===== src/rtl/turbo_itl_sched.sv =====
// Turbo interleaver job scheduler: round-robin arbitration between interleave
// and deinterleave requesters, sequencing START/RUN/DRAIN/DONE for each job.
module turbo_itl_sched #(
  parameter int A_WIDTH = 12,
  parameter int DRAIN   = 2
) (
  input  logic               clk,
  input  logic               n_rst,
  input  logic [A_WIDTH-1:0] cfg_pb_len,
  input  logic               req_int,
  input  logic               req_dint,
  input  logic               abort,
  output logic               gnt_int,
  output logic               gnt_dint,
  output logic               itl_start,
  output logic               itl_mod,
  output logic [A_WIDTH-1:0] itl_pb_len,
  output logic               itl_din_vld,
  output logic               busy,
  output logic               done,
  output logic               err,
  output logic [7:0]         job_cnt
);

  localparam int CW = A_WIDTH - 2;
  localparam logic [CW-1:0] DRAIN_LOAD = CW'(DRAIN - 1);

  typedef enum logic [2:0] {
    S_IDLE,
    S_START,
    S_RUN,
    S_DRAIN,
    S_DONE
  } state_t;

  state_t             state_q, state_d;
  logic [CW-1:0]      cnt_q, cnt_d;
  logic               mod_q, mod_d;
  logic [A_WIDTH-1:0] len_q, len_d;
  logic               err_q, err_d;
  logic               last_q, last_d;   // 1 = deinterleave was granted last
  logic [7:0]         job_cnt_q, job_cnt_d;

  logic winner;
  logic len_legal;

  assign winner    = (req_int && req_dint) ? ~last_q : req_dint;
  assign len_legal = (cfg_pb_len == A_WIDTH'(12'h040)) ||
                     (cfg_pb_len == A_WIDTH'(12'h220)) ||
                     (cfg_pb_len == A_WIDTH'(12'h820));

  always_ff @(posedge clk or negedge n_rst) begin
    if (!n_rst) begin
      state_q   <= S_IDLE;
      cnt_q     <= '0;
      mod_q     <= 1'b0;
      len_q     <= '0;
      err_q     <= 1'b0;
      last_q    <= 1'b1;
      job_cnt_q <= '0;
    end else begin
      state_q   <= state_d;
      cnt_q     <= cnt_d;
      mod_q     <= mod_d;
      len_q     <= len_d;
      err_q     <= err_d;
      last_q    <= last_d;
      job_cnt_q <= job_cnt_d;
    end
  end

  always_comb begin
    state_d   = state_q;
    cnt_d     = cnt_q;
    mod_d     = mod_q;
    len_d     = len_q;
    err_d     = err_q;
    last_d    = last_q;
    job_cnt_d = job_cnt_q;

    unique case (state_q)
      S_IDLE: begin
        if (req_int || req_dint) begin
          mod_d = winner;
          len_d = cfg_pb_len;
          if (len_legal) begin
            state_d = S_START;
            err_d   = 1'b0;
          end else begin
            state_d   = S_DONE;
            err_d     = 1'b1;
            last_d    = winner;
            job_cnt_d = job_cnt_q + 8'd1;
          end
        end
      end
      S_START: begin
        cnt_d   = len_q[A_WIDTH-1:2] - CW'(1);
        state_d = S_RUN;
      end
      S_RUN: begin
        if (cnt_q == '0) begin
          if (DRAIN == 0) begin
            state_d   = S_DONE;
            last_d    = mod_q;
            job_cnt_d = job_cnt_q + 8'd1;
          end else begin
            state_d = S_DRAIN;
            cnt_d   = DRAIN_LOAD;
          end
        end else begin
          cnt_d = cnt_q - CW'(1);
        end
      end
      S_DRAIN: begin
        if (cnt_q == '0) begin
          state_d   = S_DONE;
          last_d    = mod_q;
          job_cnt_d = job_cnt_q + 8'd1;
        end else begin
          cnt_d = cnt_q - CW'(1);
        end
      end
      S_DONE: state_d = S_IDLE;
      default: state_d = S_IDLE;
    endcase

    // Abort wins over any transition into DONE, so pointer and count stay put.
    if (abort && (state_q == S_START || state_q == S_RUN || state_q == S_DRAIN)) begin
      state_d   = S_IDLE;
      last_d    = last_q;
      job_cnt_d = job_cnt_q;
    end
  end

  assign busy        = (state_q != S_IDLE);
  assign gnt_int     = busy && !mod_q;
  assign gnt_dint    = busy && mod_q;
  assign itl_start   = (state_q == S_START);
  assign itl_din_vld = (state_q == S_START) || (state_q == S_RUN);
  assign done        = (state_q == S_DONE);
  assign err         = (state_q == S_DONE) && err_q;
  assign itl_mod     = mod_q;
  assign itl_pb_len  = len_q;
  assign job_cnt     = job_cnt_q;

endmodule


===== config.mk =====
export PLATFORM = sky130hd
export DESIGN_NAME = turbo_itl_sched
export DESIGN_NICKNAME = d
export VERILOG_FILES = /design/src/rtl/turbo_itl_sched.sv
export SDC_FILE = /design/constraint.sdc
export NUM_CORES = 1
export LEC_CHECK = 0
export CORE_MARGIN = 2
export CORE_UTILIZATION = 50
export CTS_CLUSTER_DIAMETER = 50
export CTS_CLUSTER_SIZE = 16
export DETAILED_ROUTE_END_ITERATION = 8
export PLACE_DENSITY = 0.79
export SKIP_LAST_GASP = 1
export SYNTH_ARGS = -nofsm -noshare
export SYNTH_HDL_FRONTEND = slang
export SYNTH_SLANG_ARGS = --single-unit
export TNS_END_PERCENT = 50

===== constraint.sdc =====
create_clock -name clk -period 3.1 [get_ports clk]
set_clock_uncertainty 0.1 [all_clocks]
set_input_delay 0.31 -clock clk [delete_from_list [all_inputs] [get_ports clk]]
set_output_delay 0.31 -clock clk [all_outputs]
set_load 0.01 [all_outputs]

==> flow_metrics.env, run 1 <==
# source this file to load flow results
export IMPL_wl_met1_um=2230
export IMPL_comb_share=0.402
export IMPL_fillers=330
export IMPL_final_clk_cell_share=0.0354
export IMPL_cts_buffer_depth=2
export IMPL_common_cells="dfrtp_1 (35), nor2_1 (23), o21ai_0 (18), inv_1 (12), xor2_1 (12)"
export IMPL_p_seq_frac=0.418
export IMPL_hold_buffers=0
export IMPL_busiest_layer="met2"
export IMPL_status="complete, no violations"
export IMPL_tritoncts="done"
export IMPL_largest_reg_flops=12
export IMPL_ys_cells=211
export IMPL_core_area_um2=3970
export IMPL_compound_area_frac=0.122
export IMPL_logic_gates=155
export IMPL_critPathTopFamily="buffers and inverters"
export IMPL_dp_slack_ns=0.666
export IMPL_ys_sh_simple=0.226
export IMPL_vias_per_cell=5.59
export IMPL_worstPathRequired_ns=2.69
export IMPL_powerComb_w=0.000634
export IMPL_dp_cells=300
export IMPL_ys_sh_mux=0.0676
export IMPL_final_core_util=0.659
export IMPL_ys_sh_xor=0.0774
export IMPL_worst_pin_slew_ns=0.559
export IMPL_holdWs_ns=0.332
export IMPL_cts_buffers_inserted=5
export IMPL_p_int_w=0.00112
export IMPL_slew_violations=0
export IMPL_power_frac_clock=0.207
export IMPL_topCellsByArea="dfrtp_1 (43%), mux2_2 (5.5%), xor2_1 (5.2%)"
export IMPL_antenna_found_initial=0
export IMPL_setup_ws_ns=0.715
export IMPL_nWellTaps=50
export IMPL_top_area_frac=0.430
export IMPL_grt_pass1_vias=1602
export IMPL_gp_congestion=0.853
export IMPL_netlist_instances=211
export IMPL_met1_usage=0.304
export IMPL_slowest_stage="clkdlybuf4s50_1"
export IMPL_r2r_cells=7
export IMPL_ys_warn_count=0
export IMPL_clk_pin_slew_worst_paths_ns=0.07
export IMPL_comb_power_share=0.375
export IMPL_ios=45
export IMPL_grt_setup_unrepaired="no"
export IMPL_clkbuf_count=6
export IMPL_ys_ff=36
export IMPL_crit_chain="nor3_2, inv_1, and2_1, clkdlybuf4s50_1"
export IMPL_comb_area_um2=1050
export IMPL_lay_top_cells="clkdlybuf4s50_1 (44), dfrtp_1 (35), nor2_1 (23), o21ai_0 (18)"
export IMPL_power_total_w=0.00169
export IMPL_synth_area_leader_cell="dfrtp_1"
export IMPL_synth_area_per_cell_um2=9.65
export IMPL_cap_violations=0
export IMPL_peakVddDrop_mv=0.462
export IMPL_logic_family="simple AND/OR/NAND/NOR gates"
export IMPL_wl_met3_um=257
export IMPL_hold_path_class="in -> async"
export IMPL_place_area_um2=2530
export IMPL_post_route_min_period_ns=2.38
export IMPL_post_synth_top_count_cell="dfrtp_1"
export IMPL_grt_met2_usage=0.331
export IMPL_crit_path_end="gnt_dint"
export IMPL_drtAntennaViolNets=0
export IMPL_syn_nets=232
export IMPL_met2_length_um=2100
export IMPL_largest_cell_class="combinational gates"
export IMPL_cp_max_fo=9
export IMPL_h_tree_depth=2
export IMPL_p_switching_w=0.000577
export IMPL_nets=278
export IMPL_ys_seq_share=0.443
export IMPL_rr_endpoint="job_cnt[1]$_DFFE_PN0P_"
export IMPL_synthArstFlopShare=1.00
export IMPL_switching_share=0.341
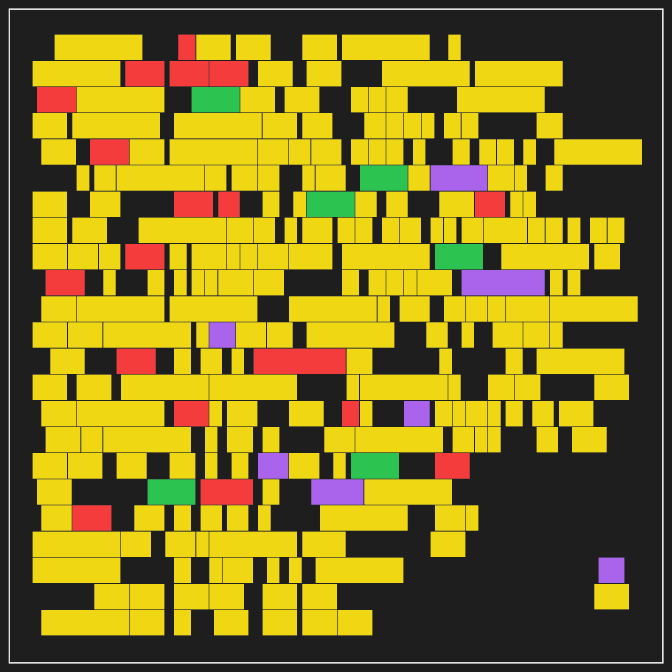
**Above:** run 1 (cells by drive strength).
Key: red = _2 cells [cells 18, share 7.0%]; purple = _3 and _4 cells [cells 7, share 2.7%]; yellow = _0 and _1 cells [cells 227, share 88%]; green = _6 and larger [cells 6, share 2.3%]

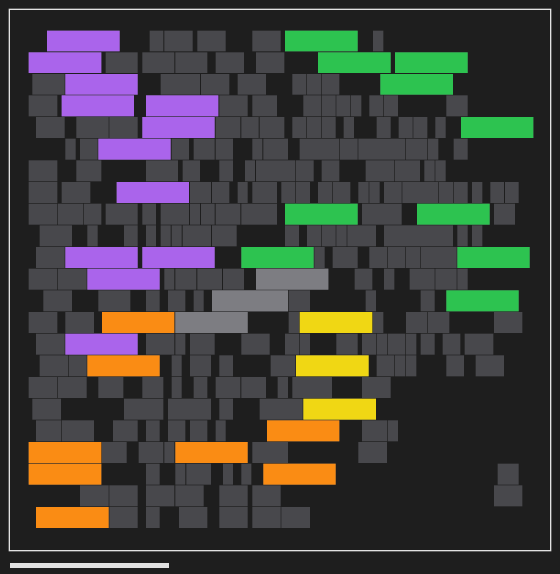
**Above:** run 1 (register map, names as in the netlist).
Scale bar: 20 µm. Other sequential cells in the stronger grey, the rest of the logic in the fainter grey.
Key: orange = `job_cnt` [flops 8]; purple = `itl_pb_len` [flops 12]; green = `cnt_q` [flops 10]; yellow = `state_q` [flops 3]
Another 3 sequential cells are not coloured.
Reg area: 902 µm²
flop share of the area: 0.344
Seq. pwr: 0.000708 W

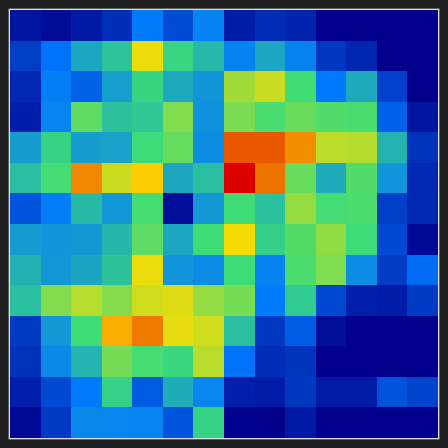
**Above:** run 1 (wire density map).
14 x 14 tiles, from dark blue (low) to red (high), scaled to the fullest tile. Values are wire area over tile area, all layers added.
The densest ninth of the die: centre. The mean over all tiles is 0.16. 10% of the tiles are nearly empty.
wire length per cell: 15.3 µm
Routed WL: 4710 µm
routed via count: 1723
Overall Global Routing Usage: 0.225

**Run 1: routed clock nets over the placement**

Scale bar: 20 µm.
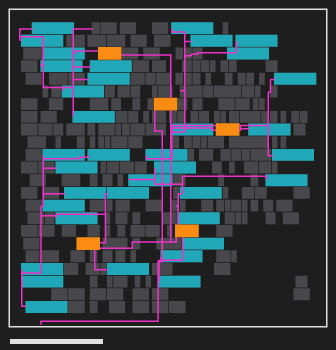

==> run 1 -> run 2 <==
clock period = 2.3 ns   (was 3.1 ns; I/O delays follow)
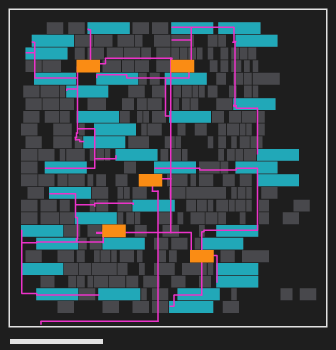
**Above:** run 2 (routed clock nets over the placement).
Scale bar: 20 µm.
Key: magenta = clock wires [length 487 µm]; cyan = flip-flops [count 36]; orange = clock drivers [count 5]
Position of the flops: all over the die.
Power Clock: 0.000467 W
Clk pwr share: 0.203
clk ins delay skew pair: 0.29 ns

==> run 2 against run 1 <==
Compared with the run above:
- first-iteration DRC count rose by 49%
- non-clock buffer count rose by 6
- register-to-register slack got worse by 0.65 ns
- via count rose by 1.0%
- worst hold slack got worse by 0.067 ns
- combinational power rose by 37%
- largest cell class unchanged
- largest power group unchanged
==> flow_metrics.env, run 2 <==
# source this file to load flow results
export IMPL_drtAntennaViolNets=0
export IMPL_largest_cell_class="combinational gates"
export IMPL_ys_sh_mux=0.0676
export IMPL_p_int_w=0.00152
export IMPL_synth_area_per_cell_um2=9.65
export IMPL_fin_area_um2=2670
export IMPL_grt_total_usage=0.233
export IMPL_fillers=336
export IMPL_ys_warn_count=0
export IMPL_ios=45
export IMPL_post_synth_top_count_cell="dfrtp_1"
export IMPL_antenna_found_initial=0
export IMPL_wl_per_cell_um=15.2
export IMPL_ys_cells=211
export IMPL_grt_setup_unrepaired="yes"
export IMPL_ys_sh_xor=0.0774
export IMPL_rr_endpoint="job_cnt[1]$_DFFE_PN0P_"
export IMPL_clk_pin_slew_worst_paths_ns=0.07
export IMPL_wl_met3_um=297
export IMPL_compound_area_frac=0.122
export IMPL_power_leakage_nw=1.11
export IMPL_setup_viol=0
export IMPL_place_area_um2=2560
export IMPL_crit_chain="inv_2, ha_1, nor4b_4, nand4_1, o31a_1, or2_4, mux2_4"
export IMPL_tritoncts="done"
export IMPL_grt_met2_usage=0.327
export IMPL_met2_length_um=2100
export IMPL_gp_congestion=0.926
export IMPL_nets=284
export IMPL_grt_pass1_vias=1650
export IMPL_p_switching_w=0.000771
export IMPL_cp_max_fo=7
export IMPL_holdWs_ns=0.265
export IMPL_final_clk_cell_share=0.0338
export IMPL_nWellTaps=50
export IMPL_cts_buffer_depth=2
export IMPL_largest_reg_flops=12
export IMPL_crit_path_end="job_cnt[1]$_DFFE_PN0P_"
export IMPL_core_area_um2=3970
export IMPL_comb_area_um2=1060
export IMPL_dp_slack_ns=0.0152
export IMPL_synthArstFlopShare=1.00
export IMPL_logic_family="simple AND/OR/NAND/NOR gates"
export IMPL_r2r_cells=7
export IMPL_busiest_layer="met1"
export IMPL_netlist_instances=211
export IMPL_critPathTopFamily="simple AND/OR/NAND/NOR gates"
export IMPL_logic_gates=155
export IMPL_p_seq_frac=0.417
export IMPL_hold_buffers=0
export IMPL_cts_buffers_inserted=5
export IMPL_comb_share=0.397
export IMPL_worst_pin_slew_ns=0.464
export IMPL_powerComb_w=0.000871
export IMPL_slew_violations=0
export IMPL_syn_area_um2=2040
export IMPL_syn_nets=232
export IMPL_critPathCaptureType="register"
export IMPL_power_total_w=0.00229
export IMPL_critical_path_max_stage_delay_ns=0.41
export IMPL_num_vias=1741
export IMPL_slowest_stage="dfrtp_1"
export IMPL_wl_met1_um=2250
export IMPL_cap_violations=0
export IMPL_switching_share=0.336
export IMPL_lay_top_cells="clkdlybuf4s50_1 (44), dfrtp_1 (35), nor2_1 (23), o21ai_0 (18), xor2_1 (12)"
export IMPL_final_core_util=0.672
export IMPL_dp_cells=305
export IMPL_common_cells="dfrtp_1 (35), nor2_1 (23), o21ai_0 (18), inv_1 (12), xor2_1 (12)"
export IMPL_ys_sh_simple=0.226
export IMPL_met1_usage=0.332
export IMPL_ys_ff=36
export IMPL_post_cts_buffers=0
export IMPL_topCellsByArea="dfrtp_1 (43%), mux2_2 (5.5%), xor2_1 (5.2%)"
export IMPL_synth_area_leader_cell="dfrtp_1"
export IMPL_routed_wl_um=4780
export IMPL_flop_area_um2=902
export IMPL_status="complete, no violations"
export IMPL_clkbuf_count=8
export IMPL_peakVddDrop_mv=0.580
export IMPL_worstPathRequired_ns=2.37
export IMPL_ys_seq_share=0.443
export IMPL_post_route_min_period_ns=2.21
export IMPL_top_area_frac=0.430
export IMPL_powerSeq_w=0.000956
export IMPL_h_tree_depth=2
**Run 2: placement view**

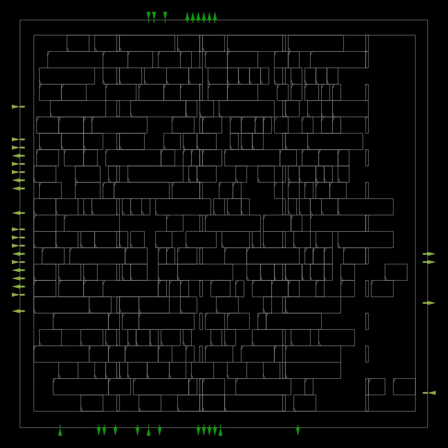

==> run 2 -> run 3 <==
ABC_AREA = 1   (was unset)
CORE_UTILIZATION = 30   (was 50)
PLACE_DENSITY = unset   (was 0.79)
clock period = 2.2 ns   (was 2.3 ns; I/O delays follow)
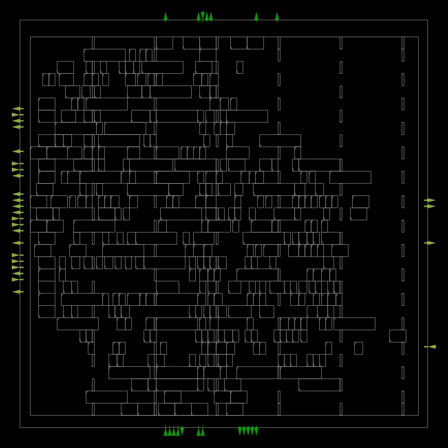
**Above:** run 3 (placement view).
fin util: 0.397
# rows: 31
core area: 7290 µm²
FILL cells: 793

==> run 3 against run 2 <==
Compared with the run above:
- routed wire length is 15% higher
- register-to-register slack improved by 0.22 ns
- cell count grew 52%
- clock-buffer cell count is 3 lower
- non-clock buffer count shrank 6
- area after synthesis increased by 11%
- clock power shrank 1%
- critical path type is now reg -> out
==> flow_metrics.env, run 3 <==
# source this file to load flow results
export IMPL_syn_nets=350
export IMPL_num_vias=2114
export IMPL_lay_top_cells="nand2_1 (132), clkdlybuf4s50_1 (43), inv_1 (37), dfrtp_1 (35), nand3_1 (30)"
export IMPL_p_int_w=0.00131
export IMPL_synth_area_leader_cell="dfrtp_1"
export IMPL_comb_share=0.407
export IMPL_common_cells="nand2_1 (132), inv_1 (37), dfrtp_1 (35), nand3_1 (30), nor2_1 (23)"
export IMPL_seq_share=0.311
export IMPL_met2_length_um=2420
export IMPL_final_clk_cell_share=0.0281
export IMPL_largest_reg_flops=12
export IMPL_cp_max_fo=7
export IMPL_synthArstFlopShare=1.00
export IMPL_power_leakage_nw=1.51
export IMPL_topCellsByArea="dfrtp_1 (39%), nand2_1 (22%), nand3_1 (6.6%)"
export IMPL_power_total_w=0.00200
export IMPL_pg_clk_w=0.000462
export IMPL_ys_ff=36
export IMPL_flop_area_um2=902
export IMPL_ys_seq_share=0.399
export IMPL_critical_path_max_stage_delay_ns=0.54
export IMPL_post_route_min_period_ns=2.05
export IMPL_slew_violations=0
export IMPL_compound_area_frac=0.0647
export IMPL_top_area_frac=0.387
export IMPL_powerSeq_w=0.000862
export IMPL_gp_congestion=0.813
export IMPL_wl_met3_um=229
export IMPL_synth_area_per_cell_um2=6.87
export IMPL_busiest_layer="met2"
export IMPL_grt_total_usage=0.141
export IMPL_powerComb_w=0.000680
export IMPL_clkbuf_count=5
export IMPL_antenna_found_initial=0
export IMPL_vias_per_cell=4.43
export IMPL_crit_path_end="itl_din_vld"
export IMPL_syn_area_um2=2260
export IMPL_grt_setup_unrepaired="no"
export IMPL_h_tree_depth=2
export IMPL_cap_violations=0
export IMPL_drive_gt1_frac=0.0820
export IMPL_fin_area_um2=2900
export IMPL_cts_buffer_depth=2
export IMPL_dp_slack_ns=0.159
export IMPL_status="complete, no violations"
export IMPL_ys_cells=329
export IMPL_p_seq_frac=0.430
export IMPL_comb_power_share=0.339
export IMPL_ys_sh_simple=0.404
export IMPL_ys_sh_xor=0.0310
export IMPL_grt_pass1_vias=2014
export IMPL_r2r_cells=8
export IMPL_drtAntennaViolNets=0
export IMPL_ys_warn_count=0
export IMPL_power_frac_clock=0.230
export IMPL_peakVddDrop_mv=0.452
export IMPL_rr_endpoint="job_cnt[3]$_DFFE_PN0P_"
export IMPL_critPathTopFamily="buffers and inverters"
export IMPL_ios=45
export IMPL_setup_viol=0
export IMPL_logic_family="simple AND/OR/NAND/NOR gates"
export IMPL_place_area_um2=2810
export IMPL_wl_per_cell_um=11.5
export IMPL_routed_wl_um=5500
export IMPL_netlist_instances=329
export IMPL_clk_insertion_delay_late_ns=0.29
export IMPL_setup_ws_ns=0.154
export IMPL_hold_buffers=1
export IMPL_switching_share=0.348
export IMPL_slowest_stage="clkdlybuf4s50_1"
export IMPL_worst_pin_slew_ns=0.841
export IMPL_holdWs_ns=0.374
export IMPL_tritoncts="done"
export IMPL_worstPathRequired_ns=1.88
export IMPL_ys_sh_mux=0
Power and IR drop assume default switching activity.
